Fig. 1: run 1, cell placement
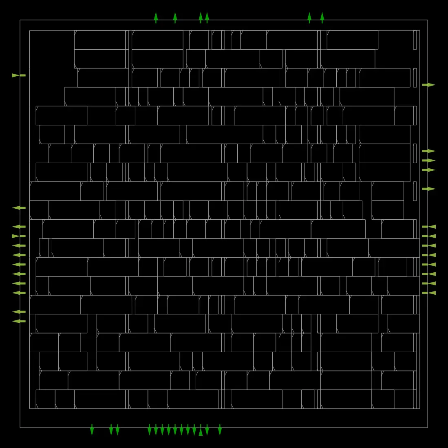
Fig. 2: run 1, selected gate families
(6 px per um)
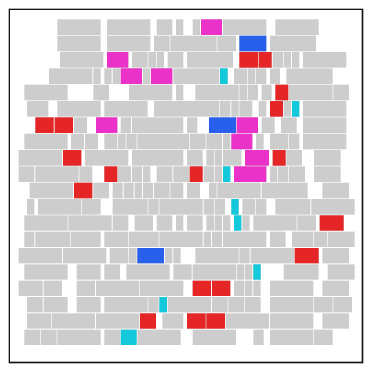
Fig. 3: run 1, metal layers overlaid
(6 px per um) Two of the layers only.
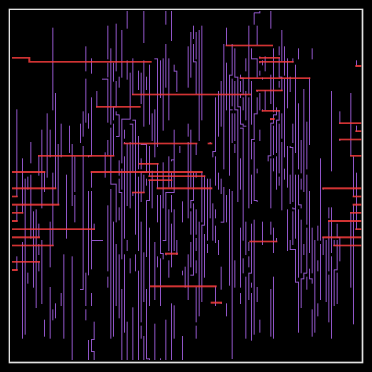
**src/rtl/mem_bist_if.sv**
```systemverilog
// Memory-side bus between the BIST initiator and the dual-port memory.
// Write and read ports are independent; rd_data follows rd_en by one cycle.
interface mem_bist_if #(
  parameter int DATA_WIDTH = 8,
  parameter int ADDRSIZE   = 4
);
  logic                  wr_en;
  logic [ADDRSIZE-1:0]   wr_addr;
  logic [DATA_WIDTH-1:0] wr_data;
  logic                  rd_en;
  logic [ADDRSIZE-1:0]   rd_addr;
  logic [DATA_WIDTH-1:0] rd_data;

  modport master (
    output wr_en, wr_addr, wr_data, rd_en, rd_addr,
    input  rd_data
  );

  modport slave (
    input  wr_en, wr_addr, wr_data, rd_en, rd_addr,
    output rd_data
  );
endinterface

```
**src/rtl/mem_bist.sv**
```systemverilog
// March-style memory BIST: write pattern, read/check, write inverse, read/check.
// Reads are checked one cycle later to match the memory's registered read port.
module mem_bist #(
  parameter int          DATA_WIDTH = 8,
  parameter int          MAX_ADDR   = 16,
  parameter int          ADDRSIZE   = $clog2(MAX_ADDR),
  parameter int unsigned SEED       = 'hA5
) (
  input  logic                  clk,
  input  logic                  rst,
  // Handshake: start is a level sampled only in IDLE (no ready); done is a
  // single-cycle pulse, and pass/err_count/first_err_addr hold until the next start.
  input  logic                  start,
  output logic                  busy,
  output logic                  done,
  output logic                  pass,
  output logic [ADDRSIZE+1:0]   err_count,
  output logic [ADDRSIZE-1:0]   first_err_addr,
  output logic [2:0]            dbg_state,
  mem_bist_if.master            mem
);

  typedef enum logic [2:0] {
    S_IDLE = 3'd0,
    S_WR0  = 3'd1,
    S_RD0  = 3'd2,
    S_WR1  = 3'd3,
    S_RD1  = 3'd4,
    S_FIN  = 3'd5,
    S_DONE = 3'd6
  } state_e;

  localparam logic [ADDRSIZE-1:0]   LAST_ADDR = ADDRSIZE'(MAX_ADDR - 1);
  localparam logic [DATA_WIDTH-1:0] SEED_W    = DATA_WIDTH'(SEED);
  localparam logic [ADDRSIZE+1:0]   ERR_MAX   = '1;

  state_e                state_q, state_d;
  logic [ADDRSIZE-1:0]   addr_q, addr_d;
  logic                  chk_valid_q, chk_valid_d;
  logic [ADDRSIZE-1:0]   chk_addr_q, chk_addr_d;
  logic [DATA_WIDTH-1:0] chk_exp_q, chk_exp_d;
  logic [ADDRSIZE+1:0]   err_count_q, err_count_d;
  logic [ADDRSIZE-1:0]   first_err_q, first_err_d;
  logic                  pass_q, pass_d;

  logic                  wr_en_c, rd_en_c, access_c, last_c, mismatch_c;
  logic [ADDRSIZE-1:0]   wr_addr_c, rd_addr_c;
  logic [DATA_WIDTH-1:0] wr_data_c, expected_c, pat_c;

  assign pat_c  = DATA_WIDTH'(addr_q) ^ SEED_W;
  assign last_c = (addr_q == LAST_ADDR);

  always_comb begin
    state_d    = state_q;
    addr_d     = addr_q;
    wr_en_c    = 1'b0;
    rd_en_c    = 1'b0;
    wr_addr_c  = '0;
    rd_addr_c  = '0;
    wr_data_c  = '0;
    expected_c = '0;
    access_c   = 1'b0;
    case (state_q)
      S_IDLE: if (start) state_d = S_WR0;
      S_WR0: begin
        access_c  = 1'b1;
        wr_en_c   = 1'b1;
        wr_addr_c = addr_q;
        wr_data_c = pat_c;
        if (last_c) state_d = S_RD0;
      end
      S_RD0: begin
        access_c   = 1'b1;
        rd_en_c    = 1'b1;
        rd_addr_c  = addr_q;
        expected_c = pat_c;
        if (last_c) state_d = S_WR1;
      end
      S_WR1: begin
        access_c  = 1'b1;
        wr_en_c   = 1'b1;
        wr_addr_c = addr_q;
        wr_data_c = ~pat_c;
        if (last_c) state_d = S_RD1;
      end
      S_RD1: begin
        access_c   = 1'b1;
        rd_en_c    = 1'b1;
        rd_addr_c  = addr_q;
        expected_c = ~pat_c;
        if (last_c) state_d = S_FIN;
      end
      S_FIN:   state_d = S_DONE;
      S_DONE:  state_d = S_IDLE;
      default: state_d = S_IDLE;
    endcase
    // The counter wraps at LAST_ADDR so non-power-of-two sizes never overrun.
    if (access_c) addr_d = last_c ? '0 : addr_q + 1'b1;
    else          addr_d = '0;
  end

  // Each read registers its address and expected word; the compare happens
  // in the following cycle when the memory presents rd_data.
  always_comb begin
    chk_valid_d = rd_en_c;
    chk_addr_d  = addr_q;
    chk_exp_d   = expected_c;
    err_count_d = err_count_q;
    first_err_d = first_err_q;
    pass_d      = pass_q;
    mismatch_c  = chk_valid_q && (mem.rd_data != chk_exp_q);
    if (mismatch_c) begin
      if (err_count_q != ERR_MAX) err_count_d = err_count_q + 1'b1;
      if (err_count_q == '0)      first_err_d = chk_addr_q;
    end
    if (state_q == S_FIN) pass_d = (err_count_d == '0);
    if (state_q == S_IDLE && start) begin
      err_count_d = '0;
      first_err_d = '0;
      pass_d      = 1'b0;
    end
  end

  always_ff @(posedge clk) begin
    if (rst) begin
      state_q     <= S_IDLE;
      addr_q      <= '0;
      chk_valid_q <= 1'b0;
      chk_addr_q  <= '0;
      chk_exp_q   <= '0;
      err_count_q <= '0;
      first_err_q <= '0;
      pass_q      <= 1'b0;
    end else begin
      state_q     <= state_d;
      addr_q      <= addr_d;
      chk_valid_q <= chk_valid_d;
      chk_addr_q  <= chk_addr_d;
      chk_exp_q   <= chk_exp_d;
      err_count_q <= err_count_d;
      first_err_q <= first_err_d;
      pass_q      <= pass_d;
    end
  end

  assign mem.wr_en   = wr_en_c;
  assign mem.wr_addr = wr_addr_c;
  assign mem.wr_data = wr_data_c;
  assign mem.rd_en   = rd_en_c;
  assign mem.rd_addr = rd_addr_c;

  assign busy           = access_c || (state_q == S_FIN);
  assign done           = (state_q == S_DONE);
  assign pass           = pass_q;
  assign err_count      = err_count_q;
  assign first_err_addr = first_err_q;
  assign dbg_state      = state_q;

endmodule

```
**src/flat_wrapper.sv**
```systemverilog
// flat-port wrapper written by rule: the top's interface ports become plain ports
module mem_bist_flat 
#(
  parameter int          DATA_WIDTH = 8,
  parameter int          MAX_ADDR   = 16,
  parameter int          ADDRSIZE   = $clog2(MAX_ADDR),
  parameter int unsigned SEED       = 'hA5
)
  (clk, rst, start, busy, done, pass, err_count, first_err_addr, dbg_state, mem_wr_en, mem_wr_addr, mem_wr_data, mem_rd_en, mem_rd_addr, mem_rd_data);
  mem_bist_if #(.DATA_WIDTH(DATA_WIDTH), .ADDRSIZE(ADDRSIZE)) mem_i ();
  input  logic clk;
  input  logic rst;
  input  logic start;
  output logic busy;
  output logic done;
  output logic pass;
  output logic [ADDRSIZE+1:0] err_count;
  output logic [ADDRSIZE-1:0] first_err_addr;
  output logic [2:0] dbg_state;
  output wire logic [$bits(mem_i.wr_en)-1:0] mem_wr_en;
  output wire logic [$bits(mem_i.wr_addr)-1:0] mem_wr_addr;
  output wire logic [$bits(mem_i.wr_data)-1:0] mem_wr_data;
  output wire logic [$bits(mem_i.rd_en)-1:0] mem_rd_en;
  output wire logic [$bits(mem_i.rd_addr)-1:0] mem_rd_addr;
  input wire logic [$bits(mem_i.rd_data)-1:0] mem_rd_data;
  assign mem_wr_en = mem_i.wr_en;
  assign mem_wr_addr = mem_i.wr_addr;
  assign mem_wr_data = mem_i.wr_data;
  assign mem_rd_en = mem_i.rd_en;
  assign mem_rd_addr = mem_i.rd_addr;
  assign mem_i.rd_data = mem_rd_data;
  mem_bist #(.DATA_WIDTH(DATA_WIDTH), .MAX_ADDR(MAX_ADDR), .ADDRSIZE(ADDRSIZE), .SEED(SEED)) u_core (.clk(clk), .rst(rst), .start(start), .busy(busy), .done(done), .pass(pass), .err_count(err_count), .first_err_addr(first_err_addr), .dbg_state(dbg_state), .mem(mem_i));
endmodule
```
**config.mk**
```make
export PLATFORM = sky130hd
export DESIGN_NAME = mem_bist_flat
export DESIGN_NICKNAME = d
export VERILOG_FILES = /design/src/rtl/mem_bist_if.sv /design/src/rtl/mem_bist.sv /design/src/flat_wrapper.sv
export SDC_FILE = /design/constraint.sdc
export NUM_CORES = 1
export LEC_CHECK = 0
export CAP_MARGIN = 20
export CORE_UTILIZATION = 46
export DETAILED_ROUTE_END_ITERATION = 10
export GPL_ROUTABILITY_DRIVEN = 0
export PLACE_DENSITY = 0.79
export SYNTH_ARGS = -nofsm -noshare
export SYNTH_HDL_FRONTEND = slang
export SYNTH_SLANG_ARGS = --single-unit
```
**constraint.sdc**
```tcl
create_clock -name clk -period 1.95 [get_ports clk]
set_clock_uncertainty 0.05 [all_clocks]
set_input_delay 0.39 -clock clk [delete_from_list [all_inputs] [get_ports clk]]
set_output_delay 0.39 -clock clk [all_outputs]
set_load 0.1 [all_outputs]
```
==> flow_summary.toml, run 1 <==
# physical design summary
[outcome]
status = "finished clean"

[worst_setup_path]
reg2reg_depth = 6
cpPeakStageDelay_ps = 380
end_kind = "output port"
critPathLaunchType = "flip-flop"
r2r_slack_ps = 110
path_depth = 4
cp_num_buf_inv = 1
crit_type = "reg2out"

[final_timing]
slew_viol_final = 0
setup_viol = 0
finalClockPeriodUsage = 0.970
slew_headroom = 0.756
rsz0062_at_grt = "true"
holdWs_ps = 437
fmax_mhz = 528

[clock_tree]
cts_tree = "built"
clkTransAtPathRegs_ps = 100
cts_max_level = 2
clock_latency_ps = 320
cts_sinks = 29

[final_layout]
fin_nets = 258
final_area_um2 = 2640
diodes = 0
layout_top_cell = "buf_12"
final_cell_mix = "31 x buf_12, 24 x nor2_1, 22 x buf_4"
syn2layout_area_growth_pct = 79.1

[synth]
async_reset_ff_frac = 0
yosys_area_um2 = 1480
ys.flop_type = "dfxtp_1"
syn_area_per_cell_um2 = 7.97
syn_inst = 185
ys_cells = 185
numSynthFlops = 29

[die]
ios = 45
die_width_um = 58.6

[worst_hold_path]
whs_path_depth = 2
hold_path_class = "reg2reg"

[global_routing]
grt_pass1_wl_um = 6350
grt_pass1_vias = 1417
grt_max_degree = 14
antenna_found_initial = 0
grt_use_total = 0.256
grt_overflow = 0

[route]
drt_iter0_markers = 70
postRouteAntennaNets = 0

[placement]
post-dp-hpwl_um = 2860
io_buffers = 44

[pwr]
total_power_mw = 1.31
p_leak_nw = 1.13

[flow_run]
maxCapViolations = 0
## Picture notes: Fig. 1
Core Box Area: 3050 um^2
Layout Utilization: 0.866
Fillers: 168
Site Rows: 20
Seq/total area: 0.226

## Picture notes: Fig. 2
legend:
  cyan:
    family: inv cells
    cells: 8
    most_used: inv_1
  magenta:
    family: mux cells
    cells: 9
    most_used: mux2i_1
  red:
    family: and/or cells
    cells: 18
    most_used: and2_4
    where: all over the die
  blue:
    family: fa/ha/maj cells
    cells: 3
    most_used: ha_1

## Picture notes: Fig. 3
legend:
  red:
    layer: M3
    wire_length: 263 um
  purple:
    layer: M2
    wire_length: 2,340 um

## run 1: synth_stat cells (2+ instances only)
master / n / area share
nor3_1: 7 / 0.024
and3_1: 5 / 0.021
ha_1: 3 / 0.025
dfxtp_1: 29 / 0.39
buf_4: 2 / 0.010
nand2b_1: 4 / 0.017
o21ai_0: 6 / 0.020
xnor2_1: 8 / 0.047
and2_1: 10 / 0.042
xor2_1: 3 / 0.018
inv_1: 8 / 0.020
buf_1: 3 / 0.0076
nor2_1: 31 / 0.079
nand3_1: 7 / 0.024
clkbuf_1: 6 / 0.015
a21oi_1: 8 / 0.027
nand2_1: 14 / 0.036
mux2i_1: 7 / 0.047
nor2b_1: 7 / 0.030
## run 1: final timing paths
kind / startpoint / endpoint
setup / recovery: u_core.dbg_state[1] / mem_rd_addr[3]
hold / removal: u_core.chk_addr_q[1] / u_core.first_err_addr[1]
setup reg to reg: u_core.err_count[0] / u_core.pass
hold reg to reg: u_core.chk_addr_q[1] / u_core.first_err_addr[1]
## run 1: tightest hold or removal path, stage by stage (launching register included)
cell,delay (ps)
dfxtp_1,320
mux2i_1,60
nor2_1,80
## run 1: what timing repair did
item,in CTS,in global routing
hold endpoints to repair,0,0
pin swaps,1,10
endpoints found under the setup margin,14,18
gates resized,3,18
setup buffers,7,10
## run 1: state kept, by name (all words and copies together), names as in the netlist
| signal | count |
|---|---|
| u_core.pass | 1 |
| u_core.chk_addr_q | 4 |
| u_core.chk_exp_q | 6 |
| u_core.dbg_state | 3 |
| u_core.first_err_addr | 4 |
| u_core.chk_valid_q | 1 |
| u_core.addr_q | 4 |
| u_core.err_count | 6 |
## run 1: power by group
group	internal [mW]	switching [mW]	leakage, nW	total, mW
combinational	0.0951	0.148	0.854	0.243
sequential	0.593	0.00866	0.239	0.601
clock	0.267	0.200	0.0399	0.466
total	0.955	0.356	1.13	1.31
## run 1: logic make-up (layout without fill, tap and decap cells)
logic type / after synthesis / after routing / share of synthesized area
simple gates: 92 / 92 / 0.305
flops: 29 / 29 / 0.394
compound gates: 21 / 21 / 0.0882
buf+inv: 20 / 80 / 0.0568
xor+xnor: 11 / 11 / 0.0653
mux: 9 / 9 / 0.0653
fa+ha+maj: 3 / 3 / 0.0254
## run 1: metal layers
| layer | routed length [um] | share of wire | vias up | track usage |
|---|---|---|---|---|
| met3 | 262 | 0.060 | 11 | 0.0659 |
| met4 | 110 | 0.025 | 0 | 0.119 |
| met2 | 2340 | 0.54 | 60 | 0.471 |
| met5 | 0 | 0 | - | 0 |
| li1 | - | - | 725 | - |
| met1 | 1630 | 0.38 | 707 | 0.271 |
## run 1: per-stage QoR
stage	cells	TNS, ps	setup slack, ps	utilization
after global placement	264	-2100	-282	0.773
after CTS	279	-3.86	-3.86	0.820
after floorplan	185	-4920	-550	-
final	289	0	57.6	0.866
after detailed placement	264	-2700	-365	0.773
after global routing	289	-98.2	-21.8	0.866
## run 1: area by class of cell
class	count	area, um^2	area share
multi-input cells	136	970	0.367
repair buffers	64	911	0.345
flip-flops and latches	29	598	0.226
well taps	44	55.1	0.0208
clock buffers	6	41.3	0.0156
clock inverters	2	33.8	0.0128
inverters	8	33.8	0.0128
==> run 2: changes to the inputs <==
Settings changed: SKIP_CTS_REPAIR_TIMING from default to 1.
Fig. 4: run 2, wiring heat map
(4 px per um) 12 x 12 tiles, from dark purple (low) to yellow (high), scaled to the fullest tile. Values are wire area over tile area, all layers added.
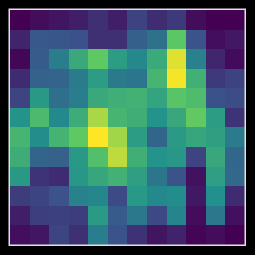
mean over tiles: 0.20
tiles over half the peak: 36%
fullest tile: 0.53
densest ninth of the die: centre
nearly empty tiles: 4.2%

Fig. 5: run 2, close-up of the layout
Region (14, 14) to (44, 44) um. Cells in grey, sequential cells in the stronger grey; small squares are vias.
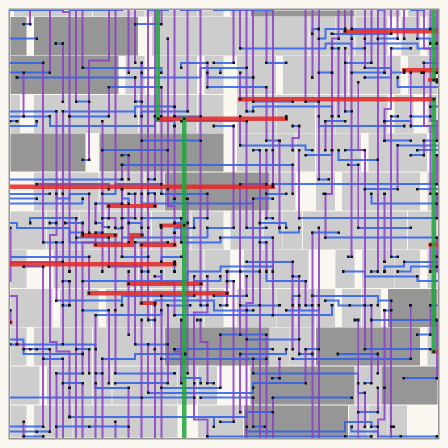
legend:
  blue:
    layer: M1
  green:
    layer: M4
  purple:
    layer: M2
  red:
    layer: M3
netlist names of flops here include: u_core.addr_q (4), u_core.chk_addr_q (2), u_core.dbg_state (2)
most frequent: nor2_1 (16), nand2_1 (9), buf_4 (9)
sequential cells in the window: 10
cells with their middle in the window: 94

==> flow_summary.toml, run 2 <==
# physical design summary
[synth]
yosys.area.top_type = "dfxtp_1"
common_cells = "31 x nor2_1, 29 x dfxtp_1, 14 x nand2_1"
ys.flop_type = "dfxtp_1"
numSynthFlops = 29
syn_area_per_cell_um2 = 7.97
yosysTopAreaCellShare = 0.394
yosys_area_um2 = 1480
area_leaders = "dfxtp_1 39%, nor2_1 7.9%, mux2i_1 4.7%"
async_reset_ff_frac = 0

[placement]
post-dp-hpwl_um = 2860
io_buffers = 44

[final_timing]
slew_viol_final = 0
slew_headroom = 0.745

[global_routing]
grt_pass1_vias = 1356
grt_overflow = 0
grt_use_total = 0.239

[final_layout]
diodes = 0
final_cell_mix = "32 x buf_12, 24 x nor2_1, 21 x dfxtp_1"
fin_nets = 255
layout_top_cell = "buf_12"

[worst_setup_path]
crit_type = "reg2out"
r2r_start = "u_core.err_count[0]"
r2r_slack_ps = 110
reg2reg_to = "u_core.pass"
reg2reg_depth = 6
critPathLaunchType = "flip-flop"
cpPeakStageDelay_ps = 390
end_kind = "output port"

[clock_tree]
clock_latency_ps = 330
cts_sinks = 29
cts_max_level = 2

[pwr]
p_seq_frac = 0.459
swShare = 0.273
power_frac_clock = 0.357

[die]
core_area_um2 = 3050
fp-row-count = 20
ios = 45
die_width_um = 58.6

[outcome]
status = "finished clean"

[route]
drt_iter0_markers = 60

[worst_hold_path]
hold_path_class = "reg2reg"
hold_end = "u_core.first_err_addr[0]"
Fig. 6: run 2, cell placement
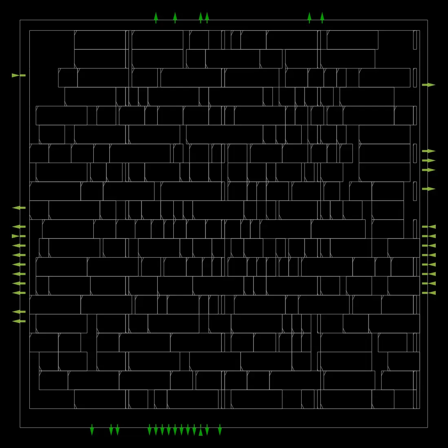
Seq/total area: 0.227
Layout Cells excl Fill: 286

-- run 2: cell count changes in the layout (fill, tap and decap cells not counted), sizes merged --
cell / change
buf: -3
-- run 2: kinds of logic (layout without fill, tap and decap cells) --
| kind of cell | after synthesis | in the layout | share of synthesized area |
|---|---|---|---|
| multiplexers | 9 | 9 | 0.0653 |
| flip-flops | 29 | 29 | 0.394 |
| AND/OR/NAND/NOR | 92 | 92 | 0.305 |
| XOR/XNOR | 11 | 11 | 0.0653 |
| AND-OR/OR-AND | 21 | 21 | 0.0882 |
| adder cells (fa/ha/maj) | 3 | 3 | 0.0254 |
| buffers and inverters | 20 | 77 | 0.0568 |
-- run 2: final cells by class --
type                            count  area [um^2]  area share
Multi-Input combinational cell    136          972       0.369
Timing Repair Buffer               61          901       0.342
Sequential cell                    29          598       0.227
Tap cell                           44         55.1      0.0209
Clock buffer                        6         41.3      0.0157
Clock inverter                      2         33.8      0.0128
Inverter                            8         33.8      0.0128
-- run 2: critical path: cells and delay by family, from the launching register on --
kind | cells | cell delay [ps]
simple gates | 2 | 400
flops | 1 | 390
buf+inv | 2 | 340
-- run 2: how the worst max path moves through the flow --
stage                              startpoint                        to  cells past startpoint
after floorplan           u_core.dbg_state[2]            mem_wr_data[6]                      5
after global placement         mem_rd_data[7]  u_core.first_err_addr[0]                      7
after detailed placement       mem_rd_data[3]               u_core.pass                      7
after CTS                 u_core.dbg_state[2]            mem_wr_addr[3]                      4
after global routing      u_core.chk_exp_q[6]               u_core.pass                      6
final                     u_core.dbg_state[2]            mem_wr_addr[3]                      4
-- run 2: metrics by stage --
stage | power (mW) | setup TNS [ps] | setup slack (ps) | instance area (um^2) | util
finish | 1.31 | 0 | 53.1 | 2640 | 0.863
global route | 1.36 | -185 | -33.3 | 2640 | 0.863
CTS | 1.30 | -1430 | -155 | 2430 | 0.798
detailed placement | 0.838 | -2700 | -365 | 2360 | 0.773
global placement | 0.834 | -2100 | -282 | 2360 | 0.773
floorplan | 0.757 | -4920 | -550 | 1630 | -
-- run 2: routing by layer --
metal,vias to the layer above,track usage,routed length [um]
met4,0,0.102,105
met1,689,0.259,1590
met2,57,0.440,2290
met3,13,0.0615,258
met5,-,0,0
li1,725,-,-
-- run 2: power groups by stage --
stage                     clock, mW  combinational (mW)  sequential [mW]
after floorplan                   0               0.135            0.621
after global placement            0               0.215            0.619
after detailed placement          0               0.218            0.619
after CTS                     0.471               0.219            0.606
after global routing          0.511               0.250            0.603
final                         0.468               0.241            0.602
==> run 3: changes to the inputs <==
Settings changed: PLACE_DENSITY 0.79 to 0.8.
Fig. 7: run 3, wiring heat map
(4 px per um) 12 x 12 tiles, from dark purple (low) to yellow (high), scaled to the fullest tile. Values are wire area over tile area, all layers added.
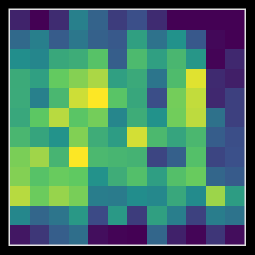
fullest tile: 0.41
mean over tiles: 0.19
tiles over half the peak: 51%

Fig. 8: run 3, selected gate families
(6 px per um)
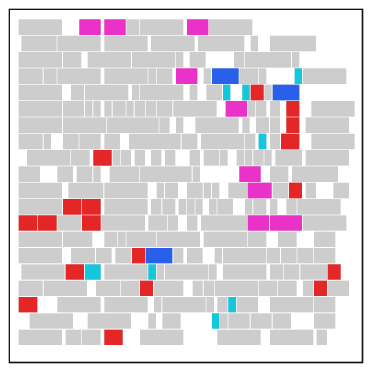
legend:
  magenta:
    family: mux cells
    cells: 9
    most_used: mux2i_1
  red:
    family: and/or cells
    cells: 18
    most_used: and2_4
  blue:
    family: fa/ha/maj cells
    cells: 3
    most_used: ha_1
  cyan:
    family: inv cells
    cells: 8
    most_used: inv_1

==> flow_summary.toml, run 3 <==
# physical design summary
[outcome]
status = "finished clean"

[synth]
yosys.area.top_type = "dfxtp_1"
syn_inst = 185
yosys_area_um2 = 1480
yosysTopAreaCellShare = 0.394
area_leaders = "dfxtp_1 39%, nor2_1 7.9%, mux2i_1 4.7%"
most_common_cell = "nor2_1"
ys.flop_type = "dfxtp_1"
syn_area_per_cell_um2 = 7.97
common_cells = "31 x nor2_1, 29 x dfxtp_1, 14 x nand2_1"
async_reset_ff_frac = 0
ys_cells = 185
numSynthFlops = 29

[global_routing]
grt_pass1_vias = 1392
grt_overflow = 0
met1_usage = 0.239
grt_pass1_wl_um = 6140
top_usage_layer = "met2"
antenna_found_initial = 0
grt_use_total = 0.243
gr-usage-met2 = 0.471

[placement]
dp_cells = 268
place_area_um2 = 2410
post-dp-hpwl_um = 2990
pre_cts_slack_ps = -251
io_buffers = 44

[worst_setup_path]
crit_start = "u_core.dbg_state[0]"
end_kind = "output port"
reg2reg_depth = 8
r2r_slack_ps = 240
crit_type = "reg2out"
cp-endpoint = "mem_wr_data[5]"
reg2reg_to = "u_core.first_err_addr[2]"
r2r_start = "u_core.chk_exp_q[6]"
critPathLaunchType = "flip-flop"

[final_timing]
slew_viol_final = 0
setup_ws_ps = 26.4
final_hold_viol_count = 0
rsz0062_at_grt = "true"
holdWs_ps = 431
finalClockPeriodUsage = 0.986
slew_headroom = 0.745
fmax_mhz = 520
fin_tns_setup_ps = 0
setup_viol = 0

[final_layout]
final_area_um2 = 2540
fillers = 170
final_cell_mix = "33 x buf_12, 25 x nor2_1, 21 x dfxtp_1"
final_util = 0.833
syn2layout_area_growth_pct = 72.3
layout_top_cell = "buf_12"
fin_nets = 251

[pwr]
total_power_mw = 1.21
p_leak_nw = 1.03
vdd_ir_drop_max_v = 0.000490

[die]
ios = 45
fp-row-count = 20
die_width_um = 58.6
core_area_um2 = 3050

[clock_tree]
clock_latency_ps = 320
clkTransAtPathRegs_ps = 90
cts_max_level = 2
cts_tree = "built"
cts_sinks = 29

[worst_hold_path]
hold_path_class = "reg2reg"

[route]
drt_iter0_markers = 33
postRouteAntennaNets = 0

[flow_run]
maxCapViolations = 0
Fig. 9: run 3, cell placement
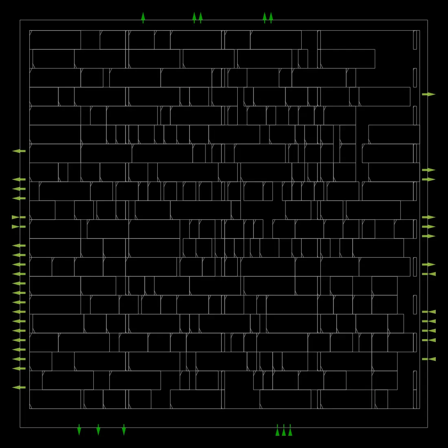
num sequential: 29
Seq/total area: 0.235
Layout Cells excl Fill: 282

## run 3: cell counts after synthesis
Identical to the previous run, type by type.
## run 3: worst max-delay path: stages, from the launching register on
cell,delay [ps]
dfxtp_4,490
nand2b_4,90
buf_4,190
nor2_4,190
buf_12,200
## run 3: layer usage
| layer | vias up | wire (um) |
|---|---|---|
| met5 | - | 0 |
| met4 | 0 | 74 |
| met3 | 9 | 239 |
| met2 | 47 | 2280 |
| met1 | 689 | 1560 |
| li1 | 713 | - |
## run 3: final cells by class
| type | instances | area (um^2) | share of cell area |
|---|---|---|---|
| Tap cell | 44 | 55.1 | 0.0217 |
| Multi-Input combinational cell | 136 | 931 | 0.366 |
| Sequential cell | 29 | 598 | 0.235 |
| Inverter | 8 | 33.8 | 0.0133 |
| Clock buffer | 8 | 58.8 | 0.0231 |
| Timing Repair Buffer | 57 | 866 | 0.341 |
## run 3: power breakdown
group	leakage (nW)	internal, mW	switching [mW]
clock network	0.0326	0.178	0.196
registers	0.239	0.593	0.0136
logic	0.763	0.0891	0.140
## run 3: worst min path at each step
stage                         start                  endpoint  slack (ps)  cells past startpoint
2_1_floorplan  u_core.chk_addr_q[0]  u_core.first_err_addr[0]         390                      2
3_3_place_gp   u_core.chk_addr_q[1]  u_core.first_err_addr[1]         400                      2
3_5_place_dp   u_core.chk_addr_q[1]  u_core.first_err_addr[1]         420                      2
4_1_cts        u_core.chk_addr_q[1]  u_core.first_err_addr[1]         440                      2
5_1_grt                 u_core.pass               u_core.pass         480                      2
6_report       u_core.chk_addr_q[1]  u_core.first_err_addr[1]         430                      2
## run 3: logic make-up after synthesis
| family | Yosys count | share of synthesized area |
|---|---|---|
| AOI/OAI and AO/OA | 21 | 0.0882 |
| xor gates and xnor gates | 11 | 0.0653 |
| adders and majority gates | 3 | 0.0254 |
| buffers and inverters | 20 | 0.0568 |
| DFF | 29 | 0.394 |
| muxes | 9 | 0.0653 |
| and+or+nand+nor | 92 | 0.305 |
Power and IR drop assume default switching activity.
